Design mem_port_arbiter, sky130hd; sources not shown.
==> images/gates.png <==
Drawn at 4 px/um.
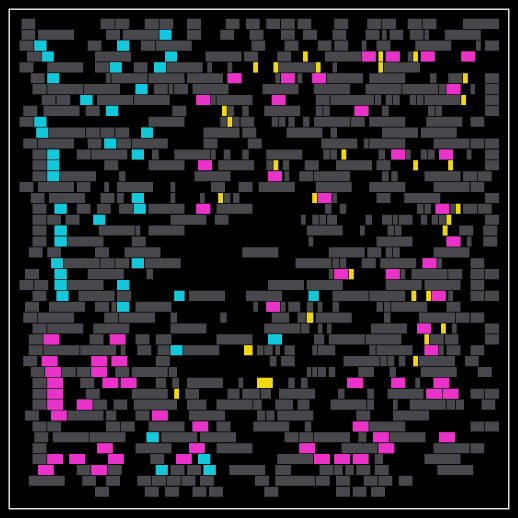
Key: magenta = mux cells [cells 63, where all over the die]; yellow = nand cells [cells 30]; cyan = non-inverting ao/oa cells [cells 40]
fraction of area in multi-input gates: 0.2066
final std cells w/o fill: 838
most frequent logic cell in the layout: sky130_fd_sc_hd__clkdlybuf4s50_1

==> images/closeup.png <==
Region (47, 72) to (77, 102) um. Cells in gray, sequential cells in the stronger gray; small squares are vias.
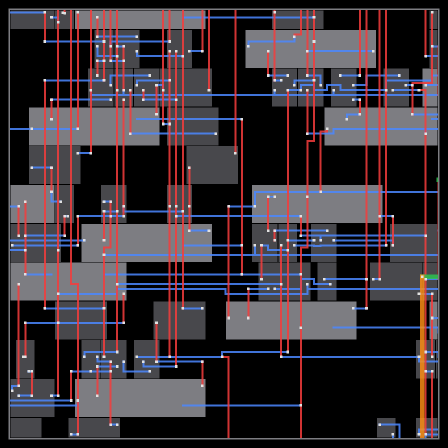
Key: green = M3; blue = M1; red = M2; orange = M4
44 logic cells have their middle in the window. Most frequent: clkdlybuf4s50_1 (9), o21ai_1 (8), dfrtp_1 (8). Sequential cells in the window: 8.

==> images/m1.png <==
Drawn at 3 px/um. Supply wires on this layer in gray.
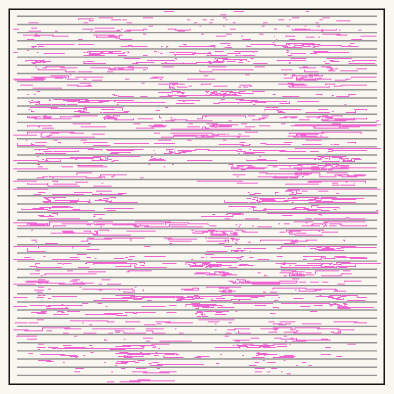
The layer carries 5,790 um of wire. The wires run mostly horizontal. The longest straight run is 36.8 um. 630 nets have wire on it. The layer holds 43% of the routed length.
total number of vias: 3,992
Post-Route WL: 13,450 um
grt met1 use: 0.2190

==> impl_metrics.xml <==
<?xml version="1.0" encoding="UTF-8"?>
<metrics>
  <group name="finish">
    <metric name="diodes" unit="">0</metric>
    <metric name="final_net_count" unit="">741</metric>
    <metric name="seq_area" unit="um2">3153</metric>
    <metric name="filler_cell_count" unit="">1266</metric>
    <metric name="proportion_of_layout_cells_with_a_drive_suffix_above_1" unit="">0.1101</metric>
    <metric name="final_core_util" unit="">0.5596</metric>
    <metric name="area_growth_syn_to_layout" unit="%">58.22</metric>
  </group>
  <group name="outcome">
    <metric name="status" unit="">finished, final reports clean</metric>
  </group>
  <group name="logic_synthesis">
    <metric name="synth-edff-count" unit="">0</metric>
    <metric name="yosys.stat.seqShare" unit="">0.6204</metric>
    <metric name="synth.top_cell.area_share" unit="">0.6204</metric>
    <metric name="largest_area_cell" unit="">sky130_fd_sc_hd__dfrtp_1</metric>
    <metric name="synth_flops" unit="">126</metric>
    <metric name="area_leaders" unit="">sky130_fd_sc_hd__dfrtp_1 (62%), sky130_fd_sc_hd__a22o_1 (5.7%), sky130_fd_sc_hd__mux2i_1 (5.3%)</metric>
    <metric name="post_synth_most_frequent_cells" unit="">sky130_fd_sc_hd__dfrtp_1 (126), sky130_fd_sc_hd__o21ai_0 (34), sky130_fd_sc_hd__a22o_1 (33), sky130_fd_sc_hd__inv_1 (31)</metric>
    <metric name="synthFlopType" unit="">sky130_fd_sc_hd__dfrtp_1</metric>
    <metric name="yosys-stat-cells" unit="">407</metric>
    <metric name="syn_inst" unit="">407</metric>
    <metric name="yosys-stat-area" unit="um2">5082</metric>
    <metric name="mappedNetlistArea" unit="um2">5082</metric>
    <metric name="yosys_warnings" unit="">0</metric>
  </group>
  <group name="placement">
    <metric name="post_dp_hpwl" unit="um">9851</metric>
    <metric name="gp_congestion" unit="">0.7485</metric>
    <metric name="port-buffer-count" unit="">214</metric>
  </group>
  <group name="global_routing">
    <metric name="grtUsageTotal" unit="">0.1821</metric>
    <metric name="via_count_of_the_first_global_routing_pass" unit="">4398</metric>
    <metric name="global_route.usage.met3" unit="">0.07689</metric>
    <metric name="grt_pass1_wl" unit="um">22470</metric>
    <metric name="grt-busiest-layer" unit="">met2</metric>
    <metric name="grt_overflow_total" unit="">0</metric>
    <metric name="pin_count_of_the_biggest_net_entering_global_routing" unit="">97</metric>
  </group>
  <group name="pwr">
    <metric name="seq_power_share" unit="">0.363</metric>
    <metric name="cellLeakagePower" unit="nW">3.619</metric>
    <metric name="comb_power_share" unit="">0.396</metric>
    <metric name="switchingPower" unit="W">0.001015</metric>
    <metric name="power.share.clock" unit="">0.241</metric>
    <metric name="power.ir.vdd_worst" unit="mV">0.1997</metric>
    <metric name="swShare" unit="">0.2886</metric>
    <metric name="internal-power" unit="W">0.002503</metric>
  </group>
  <group name="clock_tree">
    <metric name="cts_setup_buffers" unit="">0</metric>
    <metric name="htree_levels" unit="">4</metric>
    <metric name="clkSlewWorstSetupHoldPaths" unit="ns">0.05</metric>
    <metric name="ctsLongestPathBuffers" unit="">2</metric>
    <metric name="clock_sink_count" unit="">126</metric>
    <metric name="clk_latency" unit="ns">0.41</metric>
    <metric name="tritoncts_buffer_count" unit="">17</metric>
  </group>
  <group name="worst_setup_path">
    <metric name="critPathLaunchType" unit="">flop</metric>
    <metric name="cp.required" unit="ns">6.98</metric>
    <metric name="r2r.worst_path.cells" unit="">9</metric>
    <metric name="slowest_delay" unit="ns">0.40</metric>
    <metric name="worstPathArrival" unit="ns">2.71</metric>
    <metric name="path_cells" unit="">ha_1, and3_1, ha_1, clkbuf_1, nor2_1, clkbuf_1, clkbuf_1, o21ai_0, o21ai_1</metric>
    <metric name="critical_path_peak_fanout" unit="">10</metric>
    <metric name="rrSetupSlack" unit="ns">4.27</metric>
    <metric name="setup_crit_path_kind" unit="">flop to flop</metric>
    <metric name="timing.critical_path.slowest_stage_cell" unit="">sky130_fd_sc_hd__dfrtp_1</metric>
  </group>
  <group name="routing">
    <metric name="ant_nets" unit="">0</metric>
    <metric name="drt-wirelength-per-cell" unit="um">16.05</metric>
  </group>
  <group name="job">
    <metric name="max-cap-violations" unit="">0</metric>
    <metric name="warnings" unit="">26</metric>
  </group>
  <group name="floorplanning">
    <metric name="design.portCount" unit="">216</metric>
    <metric name="fp.dieH" unit="um">124.5</metric>
    <metric name="chip_area" unit="um2">15500</metric>
    <metric name="core_area" unit="um2">14370</metric>
  </group>
  <group name="sta">
    <metric name="rsz0062_at_grt" unit="">no</metric>
    <metric name="max_clock_freq" unit="GHz">0.3957</metric>
    <metric name="fin_worst_hold_slack" unit="ns">0.3322</metric>
    <metric name="setup_tns" unit="ns">0</metric>
    <metric name="worst-slew-pin-transition" unit="ns">0.6496</metric>
    <metric name="timing.final.crit_period" unit="ns">2.527</metric>
    <metric name="maxSlewHeadroom" unit="">0.5660</metric>
  </group>
  <group name="hold_path">
    <metric name="worst_hold_path_type" unit="">flop to flop</metric>
  </group>
</metrics>
worst max-delay path: cells and delay by family (launching register included):
family | cells | cell delay (ns)
buffers and inverters | 3 | 0.92
DFF | 1 | 0.40
adders and majority gates | 2 | 0.39
and+or+nand+nor | 2 | 0.33
AOI/OAI and AO/OA | 2 | 0.27
metal layers:
layer  part of all wire  up-vias  wire length [um]
li1                   -     1883                 -
met1               0.43     1943              5785
met2               0.46      152              6222
met3              0.093       14              1256
met4              0.014        0               183
met5                  0        -                 0
kinds of logic after synthesis:
family / count (synthesis) / share of synthesized area
flip-flops: 126 / 0.6204
AND-OR/OR-AND: 103 / 0.1344
multiplexers: 63 / 0.1329
buffers and inverters: 60 / 0.05268
AND/OR/NAND/NOR: 51 / 0.05121
XOR/XNOR: 2 / 0.003447
adder cells (fa/ha/maj): 2 / 0.004923
area by class of cell:
class,instances,share of cell area
Timing Repair Buffer,215,0.2698
Tap cell,184,0.02863
Inverter,33,0.01649
Buffer,27,0.01774
Clock inverter,8,0.01120
Sequential cell,126,0.3921
Clock buffer,24,0.05741
Multi-Input combinational cell,221,0.2066
metrics by stage:
step                area, um2  setup slack, ns  total power [W]  std cells
finish                   8041            4.273         0.003518        838
CTS                      8041            4.190         0.003575        838
floorplan                5082            2.614         0.001826        407
global route             8041            3.961         0.003753        838
detailed placement       7490            4.212         0.002701        806
global placement         7455           0.7650         0.002671        805
power by group through the flow:
stage / logic (W) / registers (W) / clock network [W]
after floorplan: 0.000539 / 0.00129 / 0
after global placement: 0.00140 / 0.00127 / 0
after detailed placement: 0.00142 / 0.00128 / 0
after CTS: 0.00142 / 0.00128 / 0.000872
after global routing: 0.00152 / 0.00133 / 0.000906
final: 0.00139 / 0.00128 / 0.000849
Power is estimated from default activity; no workload was simulated.
